===== config.mk =====
export PLATFORM = sky130hd
export DESIGN_NAME = pingpong_bank_ctrl_flat
export DESIGN_NICKNAME = d
export VERILOG_FILES = /design/src/rtl/pingpong_bank_ctrl_pkg.sv /design/src/rtl/pingpong_bank_ctrl_if.sv /design/src/rtl/pingpong_bank_ctrl_side_counter.sv /design/src/rtl/pingpong_bank_ctrl.sv /design/src/flat_wrapper.sv
export SDC_FILE = /design/constraint.sdc
export NUM_CORES = 1
export LEC_CHECK = 0
export CORE_UTILIZATION = 50
export DETAILED_ROUTE_END_ITERATION = 10
export PLACE_DENSITY = 0.74
export SKIP_LAST_GASP = 1
export SLEW_MARGIN = 20
export SYNTH_ARGS = -nofsm -noshare
export SYNTH_HDL_FRONTEND = slang
export SYNTH_HIERARCHICAL = 1
export SYNTH_SLANG_ARGS = --single-unit

===== constraint.sdc =====
create_clock -name clk -period 4 [get_ports clk]
set_input_delay 0.8 -clock clk [delete_from_list [all_inputs] [get_ports clk]]
set_output_delay 0.8 -clock clk [all_outputs]
set_load 0.02 [all_outputs]

===== src/rtl/pingpong_bank_ctrl_pkg.sv =====
// pingpong_bank_ctrl_pkg: bank indices and default geometry shared by the
// ping-pong controller and the buffer RAM beside it.
package pingpong_bank_ctrl_pkg;
   localparam int BANK_DEPTH_DEF = 1024;
   localparam int ADDR_W_DEF = $clog2(BANK_DEPTH_DEF);
   localparam logic BANK0 = 1'b0;
   localparam logic BANK1 = 1'b1;
endpackage


===== src/rtl/pingpong_bank_ctrl_if.sv =====
// pingpong_bank_ctrl_if: producer/consumer handshake and RAM addressing bus.
interface pingpong_bank_ctrl_if import pingpong_bank_ctrl_pkg::*; #(
   parameter int ADDR_W = ADDR_W_DEF
);
   logic wr_req;
   logic wr_close;
   logic wr_ready;
   logic wr_bank;
   logic [ADDR_W-1:0] wr_addr;
   logic wr_last;
   logic rd_req;
   logic rd_valid;
   logic rd_bank;
   logic [ADDR_W-1:0] rd_addr;
   logic rd_last;
   logic [1:0] bank_full;
   modport master (
      output wr_req, wr_close, rd_req,
      input wr_ready, wr_bank, wr_addr, wr_last,
      input rd_valid, rd_bank, rd_addr, rd_last, bank_full
   );
   modport slave (
      input wr_req, wr_close, rd_req,
      output wr_ready, wr_bank, wr_addr, wr_last,
      output rd_valid, rd_bank, rd_addr, rd_last, bank_full
   );
endinterface


===== src/rtl/pingpong_bank_ctrl_side_counter.sv =====
// pp_side_counter: word address counter with terminal compare; clear wins over increment.
module pp_side_counter import pingpong_bank_ctrl_pkg::*; #(
   parameter int ADDR_W = ADDR_W_DEF
) (
   input  logic clk,
   input  logic rst,
   input  logic clr,
   input  logic inc,
   input  logic [ADDR_W-1:0] last,
   output logic [ADDR_W-1:0] cnt,
   output logic term
);
   assign term = cnt == last;
   always_ff @(posedge clk or posedge rst)
      if (rst) cnt <= '0;
      else cnt <= clr ? '0 : cnt + ADDR_W'(inc);
endmodule


===== src/rtl/pingpong_bank_ctrl.sv =====
// pingpong_bank_ctrl: sequences bank ownership, fill/drain addresses and
// per-bank frame length between one producer and one consumer.
module pingpong_bank_ctrl import pingpong_bank_ctrl_pkg::*; #(
   parameter int BANK_DEPTH = BANK_DEPTH_DEF,
   parameter int ADDR_W = $clog2(BANK_DEPTH)
) (
   input logic clk,
   input logic rst,
   pingpong_bank_ctrl_if.slave bus
);
   localparam logic [ADDR_W-1:0] LAST_W = ADDR_W'(BANK_DEPTH - 1);
   logic [1:0] full;
   logic wb, rb;
   logic [ADDR_W-1:0] wcnt, rcnt, rlast_idx;
   logic [ADDR_W:0] len0, len1, rlen, wlen;
   logic wterm, rterm, fire_w, fire_r, close_w, close_idle, close_any, rel;
   assign fire_w = bus.wr_req & ~full[wb];
   assign close_w = fire_w & (wterm | bus.wr_close);
   // a bare close publishes what is already written; an empty frame is never published
   assign close_idle = bus.wr_close & ~fire_w & (wcnt != '0) & ~full[wb];
   assign close_any = close_w | close_idle;
   assign wlen = {1'b0, wcnt} + (ADDR_W+1)'(fire_w);
   assign rlen = (rb == BANK1) ? len1 : len0;
   assign rlast_idx = ADDR_W'(rlen - 1'b1);
   assign fire_r = bus.rd_req & full[rb];
   assign rel = fire_r & rterm;
   pp_side_counter #(.ADDR_W(ADDR_W)) u_wcnt (
      .clk(clk), .rst(rst), .clr(close_any), .inc(fire_w),
      .last(LAST_W), .cnt(wcnt), .term(wterm)
   );
   pp_side_counter #(.ADDR_W(ADDR_W)) u_rcnt (
      .clk(clk), .rst(rst), .clr(rel), .inc(fire_r),
      .last(rlast_idx), .cnt(rcnt), .term(rterm)
   );
   // close and release always target different banks, so both may land together
   always_ff @(posedge clk or posedge rst)
      if (rst) begin
         full <= '0;
         wb <= BANK0;
         rb <= BANK0;
         len0 <= '0;
         len1 <= '0;
      end else begin
         if (close_any) begin
            full[wb] <= 1'b1;
            wb <= ~wb;
            if (wb == BANK1) len1 <= wlen;
            else len0 <= wlen;
         end
         if (rel) begin
            full[rb] <= 1'b0;
            rb <= ~rb;
         end
      end
   assign bus.wr_ready = ~full[wb];
   assign bus.wr_bank = wb;
   assign bus.wr_addr = wcnt;
   assign bus.wr_last = close_w;
   assign bus.rd_valid = full[rb];
   assign bus.rd_bank = rb;
   assign bus.rd_addr = rcnt;
   assign bus.rd_last = full[rb] & rterm;
   assign bus.bank_full = full;
endmodule

===== src/flat_wrapper.sv =====
// flat-port wrapper written by rule: the top's interface ports become plain ports
module pingpong_bank_ctrl_flat import pingpong_bank_ctrl_pkg::*;
#(
   parameter int BANK_DEPTH = BANK_DEPTH_DEF,
   parameter int ADDR_W = $clog2(BANK_DEPTH)
)
  (clk, rst, bus_wr_req, bus_wr_close, bus_rd_req, bus_wr_ready, bus_wr_bank, bus_wr_addr, bus_wr_last, bus_rd_valid, bus_rd_bank, bus_rd_addr, bus_rd_last, bus_bank_full);
  pingpong_bank_ctrl_if #(.ADDR_W(ADDR_W)) bus_i ();
  input logic clk;
  input logic rst;
  input wire logic [$bits(bus_i.wr_req)-1:0] bus_wr_req;
  input wire logic [$bits(bus_i.wr_close)-1:0] bus_wr_close;
  input wire logic [$bits(bus_i.rd_req)-1:0] bus_rd_req;
  output wire logic [$bits(bus_i.wr_ready)-1:0] bus_wr_ready;
  output wire logic [$bits(bus_i.wr_bank)-1:0] bus_wr_bank;
  output wire logic [$bits(bus_i.wr_addr)-1:0] bus_wr_addr;
  output wire logic [$bits(bus_i.wr_last)-1:0] bus_wr_last;
  output wire logic [$bits(bus_i.rd_valid)-1:0] bus_rd_valid;
  output wire logic [$bits(bus_i.rd_bank)-1:0] bus_rd_bank;
  output wire logic [$bits(bus_i.rd_addr)-1:0] bus_rd_addr;
  output wire logic [$bits(bus_i.rd_last)-1:0] bus_rd_last;
  output wire logic [$bits(bus_i.bank_full)-1:0] bus_bank_full;
  assign bus_i.wr_req = bus_wr_req;
  assign bus_i.wr_close = bus_wr_close;
  assign bus_i.rd_req = bus_rd_req;
  assign bus_wr_ready = bus_i.wr_ready;
  assign bus_wr_bank = bus_i.wr_bank;
  assign bus_wr_addr = bus_i.wr_addr;
  assign bus_wr_last = bus_i.wr_last;
  assign bus_rd_valid = bus_i.rd_valid;
  assign bus_rd_bank = bus_i.rd_bank;
  assign bus_rd_addr = bus_i.rd_addr;
  assign bus_rd_last = bus_i.rd_last;
  assign bus_bank_full = bus_i.bank_full;
  pingpong_bank_ctrl #(.BANK_DEPTH(BANK_DEPTH), .ADDR_W(ADDR_W)) u_core (.clk(clk), .rst(rst), .bus(bus_i));
endmodule

==> images/gate_families.png <==
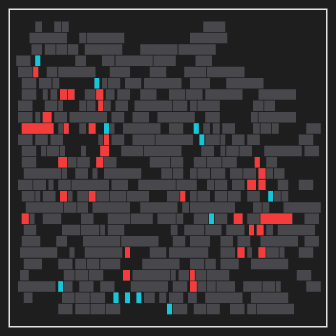
colour	family	cells
cyan	inverters	12
red	NAND gates	31
number of standard cells in the layout, taps in and fillers out: 379
leading cell type in the layout, fill and taps excluded: dfrtp_1
share of cell area taken by multi-input logic gates: 48.8%

==> images/met1.png <==
Supply wires on this layer in grey.
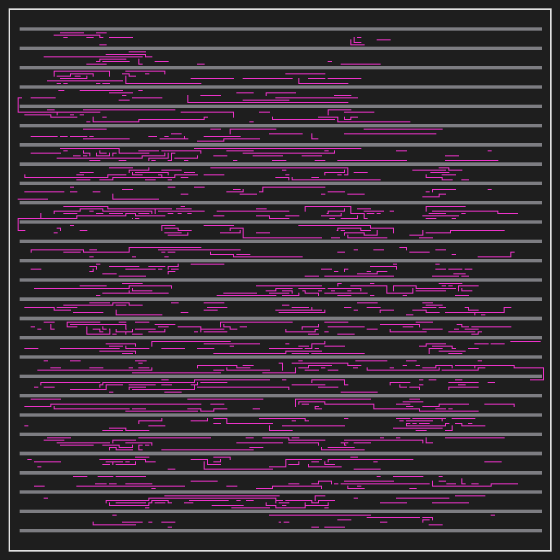
share of all routed wire	44%
nets with wire on the layer	284

==> images/pdn.png <==
Pins as bars on the die edge.
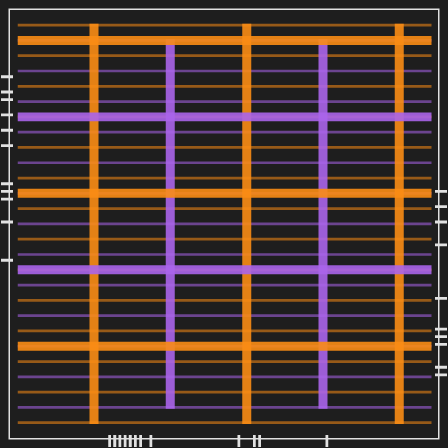
colour	net
purple	VDD
orange	VSS
met1 rails	27
signal pins	33
rows	26
met5 straps	5
met4 straps	5

==> qor.rpt <==
STATUS
--------------------------------------------------------------------------------
Status                                                              complete, no violations

GRT
--------------------------------------------------------------------------------
Wire length of the first global-routing pass                             9.87 mm
Number of antenna violations at the first check in global routing              0
Overall routing resource usage                                             21.3%

DIE
--------------------------------------------------------------------------------
Share of the core filled by cells before placement                         52.8%
Die height                                                               76.1 um
Core ar.                                                               5200 um^2

LOGIC SYNTHESIS
--------------------------------------------------------------------------------
Yosys warning tally                                                            6
Mapped cell area                                                       2750 um^2
Leading cell types by count after synthesis                         44 x dfrtp_1, 27 x xnor2_1, 19 x xor2_1
Distinct lib cells                                                            37
Sequential-to-total area share from yosys stat                             40.1%
Cell count listed in synth_stat.txt                                          262
Number of synthesized flops with an enable pin                                 0
Most instantiated library cell after synthesis                           dfrtp_1

WORST SETUP PATH
--------------------------------------------------------------------------------
Worst setup path endpoint                                            bus_rd_last
Crit path depth                                                               11
Worst-case register-to-register setup slack                              1110 ps
FF-to-FF path depth                                                            7
Startpoint of the lowest-slack register-to-register path            u_core/u_wcnt/cnt[2]$_DFF_PP0_
CP Cell Sequence                                                    mux2i_2, ha_2, o21ai_0, nor4bb_1, xnor2_1, xnor2_1, nand4_1, nor4_2, buf_4, nor2b_1, dlygate4sd2_1
Crit end category                                                     output pin
CP max stage delay                                                        420 ps
Dominant cell type by count on the critical path                         xnor2_1

POWER
--------------------------------------------------------------------------------
Part of the power in registers                                             32.5%
Fraction of power consumed by combinational cells                          51.3%
Reported combinational group power                                     0.00108 W
Clk network pwr share                                                      16.1%

FINISH
--------------------------------------------------------------------------------
Number of non-clock inverters in the layout                                   12
Sequential cell count                                                         44
Largest area class, layout                                          multi-input combinational cells
Layout overhead on the synthesized area                                    20.9%
Final design area excluding fillers                                    3320 um^2
Most frequently placed logic cells in the final layout              43 x dfrtp_1, 31 x clkdlybuf4s50_1, 27 x xnor2_1, 19 x xor2_1, 15 x nand3_1

PLACE
--------------------------------------------------------------------------------
GP Congestion                                                              0.832
Input/output buffers                                                          32
Total placed cells including tap cells                                       371
Standard cell area after detailed placement                            3190 um^2

TIMING
--------------------------------------------------------------------------------
Fmax                                                                     265 MHz
WHS                                                                       520 ps
Worst slew pin tran                                                       880 ps
Count of final hold-check violations                                           0

CLOCK NETWORK
--------------------------------------------------------------------------------
TritonCTS clock tree                                                         yes
Hold buffer count at CTS                                                       0

JOB
--------------------------------------------------------------------------------
Count of warning messages emitted by the tools                                28

DETAILED ROUTING
--------------------------------------------------------------------------------
Drt initial violations                                                        67
Pre-Repair DR Iteration Count                                                  4
Remaining DRCs                                                                 0

HOLD PATH
--------------------------------------------------------------------------------
Cell count of the worst hold path                                              1
Worst Hold Path EP                                                  u_core/len0[9]$_DFFE_PP0P_

==> images/final_clocks.png <==
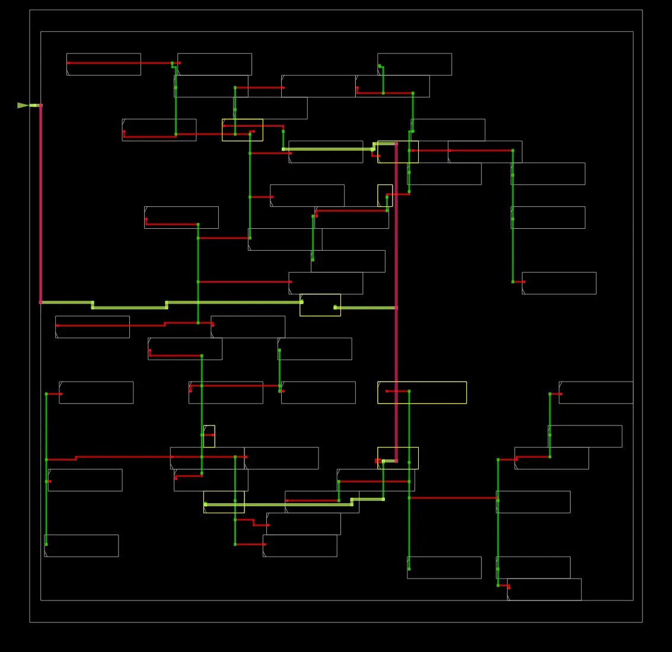
clock buffers created by TritonCTS: 5
clock buffer count: 6
number of clock sinks: 44
latest clock arrival within the worst-skew pair: 310 ps

==> images/registers.png <==
Other sequential cells in the stronger grey, the rest of the logic in the fainter grey.
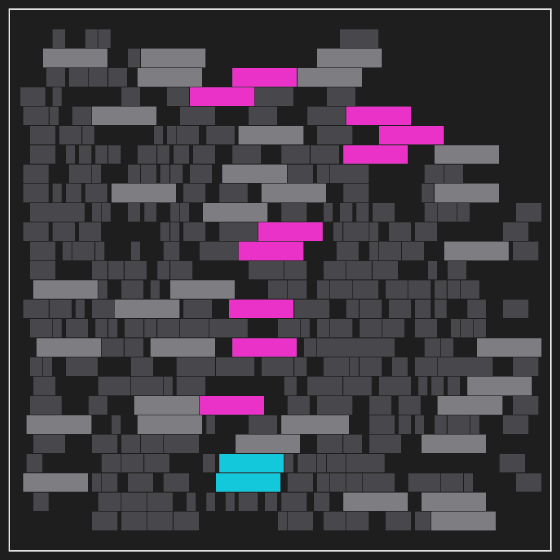
colour	netlist name	sequential cells
cyan	u_core/bus.bank_full	2
magenta	u_core/len1	10
not coloured	32

-- sequential cells by signal, indices dropped and copies added, names as in the netlist --
name	cells
u_core/bus.rd_bank	1
u_core/u_wcnt/cnt	10
u_core/len1	10
u_core/bus.bank_full	2
u_core/u_rcnt/cnt	10
u_core/len0	10
u_core/bus.wr_bank	1
-- cells by family after synthesis --
logic type	share of synthesized area (%)
compound gates	6.92
xor+xnor	14.7
fa+ha+maj	4.10
buf+inv	2.96
flops	40.1
mux	13.4
other cells	0.136
simple gates	17.7
-- metal layers --
metal | vias up | global-route usage, % | wire length (um)
met2 | 48 | 37.1 | 2860
met4 | 0 | 8.46 | 117
met3 | 13 | 4.43 | 223
met1 | 1023 | 25.9 | 2470
li1 | 1018 | - | -
met5 | - | 0 | 0
Power figures rest on the tool's default switching activity, not on a simulated workload.
